**src/rtl/csr_commit_pipe_pkg.sv**
```systemverilog
// csr_commit_pipe_pkg
// Shared widths, exception codes and stage payload types for the CSR commit
// pipeline. Exception code values match the core-wide define file.
package csr_commit_pipe_pkg;

   localparam int DATA_W      = 32;
   localparam int EXCEPTION_W = 6;

   typedef logic [EXCEPTION_W-1:0] exc_code_t;

   localparam exc_code_t EXCEPTION_NONE                = 6'h00;
   localparam exc_code_t EXCEPTION_ILLEGAL_INSTRUCTION = 6'h12;
   localparam exc_code_t EXCEPTION_ECALL_M             = 6'h1b;
   localparam exc_code_t EXCEPTION_INTERRUPT           = 6'h20;
   localparam exc_code_t EXCEPTION_FENCE               = 6'h31;

   // Instruction metadata captured at issue.
   typedef struct packed {
      logic [DATA_W-1:0] pc;
      logic [31:0]       opcode;
      logic [4:0]        rd_idx;
   } e1_payload_t;

   // Metadata paired with the CSR unit's registered E1 result.
   typedef struct packed {
      e1_payload_t       meta;
      logic [DATA_W-1:0] value;
      logic              write;
      logic [DATA_W-1:0] wdata;
      exc_code_t         exception;
   } e2_payload_t;

   // Fully merged commit record; write permissions are resolved before WB so
   // the outputs only need valid/stall gating.
   typedef struct packed {
      logic [DATA_W-1:0] pc;
      logic [4:0]        rd_idx;
      logic [11:0]       waddr;
      logic [DATA_W-1:0] wdata;
      logic [DATA_W-1:0] value;
      exc_code_t         exception;
      logic [DATA_W-1:0] tval;
      logic              csr_write;
      logic              rf_write;
   } wb_payload_t;

   typedef struct packed {
      exc_code_t         code;
      logic [DATA_W-1:0] tval;
   } exc_info_t;

endpackage

```
**src/rtl/csr_commit_pipe_reg.sv**
```systemverilog
// csr_pipe_reg
// One pipeline stage: payload register with a valid bit.
//   clk_i, rst_i : clock, synchronous active-high reset (clears valid and data)
//   stall_i      : hold valid and data
//   kill_i       : drop this stage's contents; also blocks capture of new data
//   valid_i      : incoming valid (already qualified by upstream kills)
//   data_i       : incoming payload
//   valid_o      : stage valid
//   data_o       : stage payload (only updated when a valid entry is captured)
module csr_pipe_reg #(
   parameter int W = 1
) (
   input  logic         clk_i,
   input  logic         rst_i,
   input  logic         stall_i,
   input  logic         kill_i,
   input  logic         valid_i,
   input  logic [W-1:0] data_i,
   output logic         valid_o,
   output logic [W-1:0] data_o
);

   always_ff @(posedge clk_i) begin
      if (rst_i) begin
         valid_o <= 1'b0;
         data_o  <= '0;
      end else if (stall_i) begin
         // A kill still lands while frozen so a redirect is never lost.
         valid_o <= valid_o & ~kill_i;
      end else begin
         valid_o <= valid_i & ~kill_i;
         if (valid_i && !kill_i) begin
            data_o <= data_i;
         end
      end
   end

endmodule

```
**src/rtl/csr_commit_pipe.sv**
```systemverilog
// csr_commit_pipe
// Tracks issued instructions through E1 -> E2 -> WB, merges CSR, interrupt and
// LSU exceptions at E2, and presents the CSR-file and integer-regfile commit
// bundle from WB flops. Younger instructions are killed behind an exception.
// Ports:
//   clk_i, rst_i               : clock, synchronous active-high reset
//   stall_i, squash_i          : freeze all stages / kill E1 and E2
//   take_interrupt_i           : pending interrupt, applied to the E2 instruction
//   opcode_*_i                 : issue-stage instruction (valid, word, pc, rd)
//   csr_result_e1_*_i          : CSR unit result for the instruction in E1
//   mem_exception_i, mem_addr_i: LSU fault for the instruction in E2
//   csr_writeback_*_o          : CSR register file commit bundle
//   wb_valid_o, wb_rd_idx_o, wb_value_o : integer regfile write
module csr_commit_pipe
   import csr_commit_pipe_pkg::*;
(
   input  logic                   clk_i,
   input  logic                   rst_i,
   input  logic                   stall_i,
   input  logic                   squash_i,
   input  logic                   take_interrupt_i,
   input  logic                   opcode_valid_i,
   input  logic [31:0]            opcode_opcode_i,
   input  logic [DATA_W-1:0]      opcode_pc_i,
   input  logic [4:0]             opcode_rd_idx_i,
   input  logic [DATA_W-1:0]      csr_result_e1_value_i,
   input  logic                   csr_result_e1_write_i,
   input  logic [DATA_W-1:0]      csr_result_e1_wdata_i,
   input  logic [EXCEPTION_W-1:0] csr_result_e1_exception_i,
   input  logic [EXCEPTION_W-1:0] mem_exception_i,
   input  logic [DATA_W-1:0]      mem_addr_i,
   output logic                   csr_writeback_write_o,
   output logic [11:0]            csr_writeback_waddr_o,
   output logic [DATA_W-1:0]      csr_writeback_wdata_o,
   output logic [EXCEPTION_W-1:0] csr_writeback_exception_o,
   output logic [DATA_W-1:0]      csr_writeback_exception_pc_o,
   output logic [DATA_W-1:0]      csr_writeback_exception_addr_o,
   output logic                   wb_valid_o,
   output logic [4:0]             wb_rd_idx_o,
   output logic [DATA_W-1:0]      wb_value_o
);

   // Priority: interrupt, then CSR exception, then LSU fault.
   function automatic exc_info_t merge_exception(
      input logic              irq,
      input exc_code_t         csr_exc,
      input logic [DATA_W-1:0] csr_value,
      input exc_code_t         mem_exc,
      input logic [DATA_W-1:0] mem_addr
   );
      exc_info_t r;
      r.code = EXCEPTION_NONE;
      r.tval = '0;
      if (irq) begin
         r.code = EXCEPTION_INTERRUPT;
      end else if (csr_exc != EXCEPTION_NONE) begin
         r.code = csr_exc;
         // On an illegal instruction the CSR unit returns the opcode as value.
         if (csr_exc == EXCEPTION_ILLEGAL_INSTRUCTION) begin
            r.tval = csr_value;
         end
      end else if (mem_exc != EXCEPTION_NONE) begin
         r.code = mem_exc;
         r.tval = mem_addr;
      end
      return r;
   endfunction

   e1_payload_t e1_in, e1_p0;
   e2_payload_t e2_in, e2_p1;
   wb_payload_t wb_in, wb_p2;
   logic        vld_p0, vld_p1, vld_p2;
   exc_info_t   exc_e2;
   logic        csr_ok_e2;
   logic        wb_exc_p2;
   logic        kill_e1, kill_e2;
   logic        unused_opcode_low;

   // Issue -> E1
   assign e1_in = '{pc: opcode_pc_i, opcode: opcode_opcode_i, rd_idx: opcode_rd_idx_i};

   csr_pipe_reg #(.W($bits(e1_payload_t))) u_e1 (
      .clk_i   (clk_i),
      .rst_i   (rst_i),
      .stall_i (stall_i),
      .kill_i  (kill_e1),
      .valid_i (opcode_valid_i),
      .data_i  (e1_in),
      .valid_o (vld_p0),
      .data_o  (e1_p0)
   );

   // E1 -> E2: the CSR unit's result is already aligned with E1.
   assign e2_in = '{meta:      e1_p0,
                    value:     csr_result_e1_value_i,
                    write:     csr_result_e1_write_i,
                    wdata:     csr_result_e1_wdata_i,
                    exception: csr_result_e1_exception_i};

   csr_pipe_reg #(.W($bits(e2_payload_t))) u_e2 (
      .clk_i   (clk_i),
      .rst_i   (rst_i),
      .stall_i (stall_i),
      .kill_i  (kill_e2),
      .valid_i (vld_p0 & ~kill_e1),
      .data_i  (e2_in),
      .valid_o (vld_p1),
      .data_o  (e2_p1)
   );

   // E2 merge -> WB
   assign exc_e2 = merge_exception(take_interrupt_i & vld_p1, e2_p1.exception,
                                   e2_p1.value, mem_exception_i, mem_addr_i);
   assign csr_ok_e2 = e2_p1.write & (exc_e2.code == EXCEPTION_NONE);

   assign wb_in = '{pc:        e2_p1.meta.pc,
                    rd_idx:    e2_p1.meta.rd_idx,
                    waddr:     e2_p1.meta.opcode[31:20],
                    wdata:     e2_p1.wdata,
                    value:     e2_p1.value,
                    exception: exc_e2.code,
                    tval:      exc_e2.tval,
                    csr_write: csr_ok_e2,
                    rf_write:  csr_ok_e2 & (e2_p1.meta.rd_idx != 5'd0)};

   assign unused_opcode_low = ^e2_p1.meta.opcode[19:0];

   // Everything younger than an excepting instruction is dropped: an E2
   // exception kills E1, a WB exception kills E1 and E2.
   assign wb_exc_p2 = vld_p2 & (wb_p2.exception != EXCEPTION_NONE);
   assign kill_e2   = squash_i | wb_exc_p2;
   assign kill_e1   = kill_e2 | (vld_p1 & (exc_e2.code != EXCEPTION_NONE));

   csr_pipe_reg #(.W($bits(wb_payload_t))) u_wb (
      .clk_i   (clk_i),
      .rst_i   (rst_i),
      .stall_i (stall_i),
      .kill_i  (1'b0),
      .valid_i (vld_p1 & ~kill_e2),
      .data_i  (wb_in),
      .valid_o (vld_p2),
      .data_o  (wb_p2)
   );

   // WB outputs: strobes are masked while stalled so the held entry is
   // presented exactly once, in the cycle the stall releases.
   assign csr_writeback_write_o          = vld_p2 & wb_p2.csr_write & ~stall_i;
   assign csr_writeback_waddr_o          = wb_p2.waddr;
   assign csr_writeback_wdata_o          = wb_p2.wdata;
   assign csr_writeback_exception_o      = (vld_p2 && !stall_i) ? wb_p2.exception : EXCEPTION_NONE;
   assign csr_writeback_exception_pc_o   = vld_p2 ? wb_p2.pc   : '0;
   assign csr_writeback_exception_addr_o = vld_p2 ? wb_p2.tval : '0;
   assign wb_valid_o                     = vld_p2 & wb_p2.rf_write & ~stall_i;
   assign wb_rd_idx_o                    = wb_p2.rd_idx;
   assign wb_value_o                     = wb_p2.value;

endmodule
```
**config.mk**
```make
export PLATFORM = sky130hd
export DESIGN_NAME = csr_commit_pipe
export DESIGN_NICKNAME = d
export VERILOG_FILES = /design/src/rtl/csr_commit_pipe_pkg.sv /design/src/rtl/csr_commit_pipe_reg.sv /design/src/rtl/csr_commit_pipe.sv
export SDC_FILE = /design/constraint.sdc
export NUM_CORES = 1
export LEC_CHECK = 0
export CORE_MARGIN = 2
export CORE_UTILIZATION = 45
export CTS_BUF_LIST = sky130_fd_sc_hd__clkbuf_16
export CTS_CLUSTER_SIZE = 16
export DETAILED_ROUTE_END_ITERATION = 7
export PLACE_DENSITY_LB_ADDON = 0.15
export SKIP_CTS_REPAIR_TIMING = 1
export SYNTH_ARGS = -nofsm -noshare
export SYNTH_HDL_FRONTEND = slang
export SYNTH_SLANG_ARGS = --single-unit
```
**constraint.sdc**
```tcl
create_clock -name clk_i -period 2.15 [get_ports clk_i]
set_clock_uncertainty 0.15 [all_clocks]
set_input_delay 0.5375 -clock clk_i [delete_from_list [all_inputs] [get_ports clk_i]]
set_output_delay 0.5375 -clock clk_i [all_outputs]
set_load 0.01 [all_outputs]
```
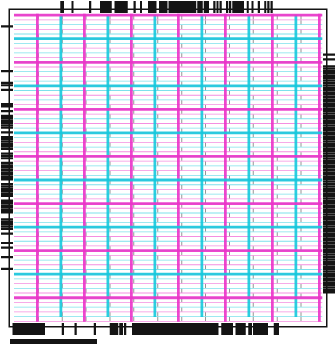
Fig. 1. Floorplan with the power grid.
Scale bar: 50 microns. Pins as bars on the die edge. Tap cells in grey.
VDD -> cyan
VSS -> magenta
met4 straps = 13
tap cells = 402

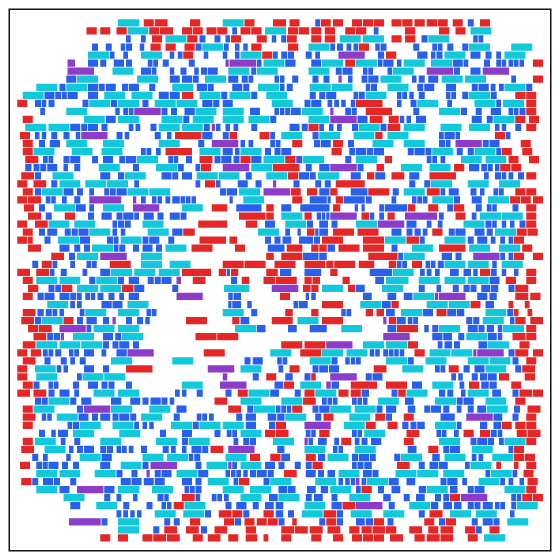
Fig. 2. Placement by cell class.
sequential cells -> cyan  # cells 325, share of their area 34%
remaining buffers and delay cells -> red  # cells 406, share of their area 24%
combinational and other logic -> blue  # cells 993, share of their area 35%
clock drivers and dummy loads -> purple  # cells 59, share of their area 5.8%

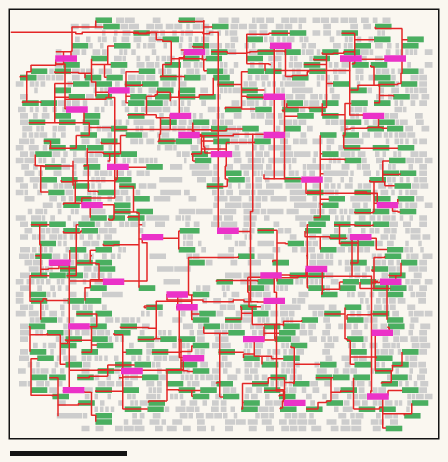
Fig. 3. Clock wires, drivers and flops.
Scale bar: 50 microns.
clock drivers -> magenta  # count 36
flip-flops -> green  # count 325
clock wires -> red  # length 4,180 microns
routed clock nets = 37

==> results.sh <==
# source this file to load flow results
export IMPL_status="finished, violations left"
export IMPL_violations="setup timing"
export IMPL_worst_slack_ns=-0.263
export IMPL_layout_top_cell="dfxtp_1"
export IMPL_grt_start_max_net_pins=191
export IMPL_layout_drive_gt1_share_pct=9.65
export IMPL_sh_comb_area_pct=34.5
export IMPL_syn_area_sq_mm=0.0143
export IMPL_postLayoutCellArea_sq_mm=0.0195
export IMPL_grt_ovfl_total=0
export IMPL_drc=0
export IMPL_cp_depth=3
export IMPL_drt_first_pass_iters=5
export IMPL_holdWs_ns=0.0815
export IMPL_worstPathCellList="buf_8, and2_1, clkdlybuf4s50_1"
export IMPL_clock_area_share_pct=5.62
export IMPL_inverters=1
export IMPL_ys_sh_xor_pct=0
export IMPL_p_sw_share_pct=22.6
export IMPL_cts_tree="yes"
export IMPL_path_class="reg -> out"
export IMPL_synthArstFlopShare_pct=0
export IMPL_setup_violations=9
export IMPL_rsz0062_at_grt="yes"
export IMPL_common_cells="325 x dfxtp_1, 291 x nand2b_1, 170 x mux2i_1, 122 x a21oi_1, 115 x o21ai_0"
export IMPL_timing_final_crit_period_ns=2.41
export IMPL_critPathLaunchType="flip-flop"
export IMPL_routed_wl_microns=40500
export IMPL_logic_area_sq_mm=0.00671
export IMPL_area_growth_pct=35.8
export IMPL_clock_tree_root_cell="clkbuf_16"
export IMPL_largestClassByArea="multi-input combinational cells"
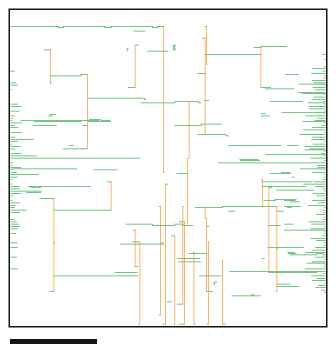
Fig. 4. Metal layers overlaid.
Scale bar: 50 microns. Only two layers are drawn.
metal 3 -> green  # wire length 2,310 microns
metal 4 -> orange  # wire length 1,080 microns

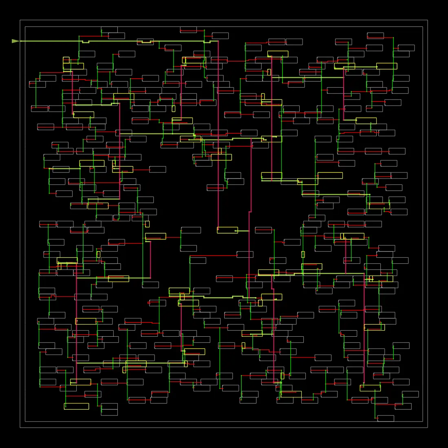
Fig. 5. Clock routing.
Worst-Skew Late Latency: 0.51 ns
Num CTS Buffers: 36
P_clk: 5.86 mW
registers: 325

[worst paths after layout]
kind              startpoint                                 to
max             u_wb.valid_o  csr_writeback_exception_addr_o[7]
min                    rst_i                       u_e2.valid_o
min reg2reg   u_wb.data_o[7]                     u_wb.data_o[7]
max reg2reg  u_wb.data_o[37]                   u_e2.data_o[118]
[routing by layer]
metal / wire length [microns] / up-vias / global-route usage [%]
li1: - / 5620 / -
met1: 17800 / 5522 / 29.7
met2: 19200 / 343 / 36.3
met3: 2310 / 65 / 3.99
met4: 1080 / 2 / 8.35
met5: 10 / - / 0
[sequential cells by signal, indices dropped and copies added, names as in the netlist]
register,flops
u_e2.valid_o,1
u_e1.valid_o,1
u_e2.data_o,120
u_e1.data_o,49
u_wb.data_o,153
u_wb.valid_o,1
No activity file was given, so power comes from the tool's default toggle rates.
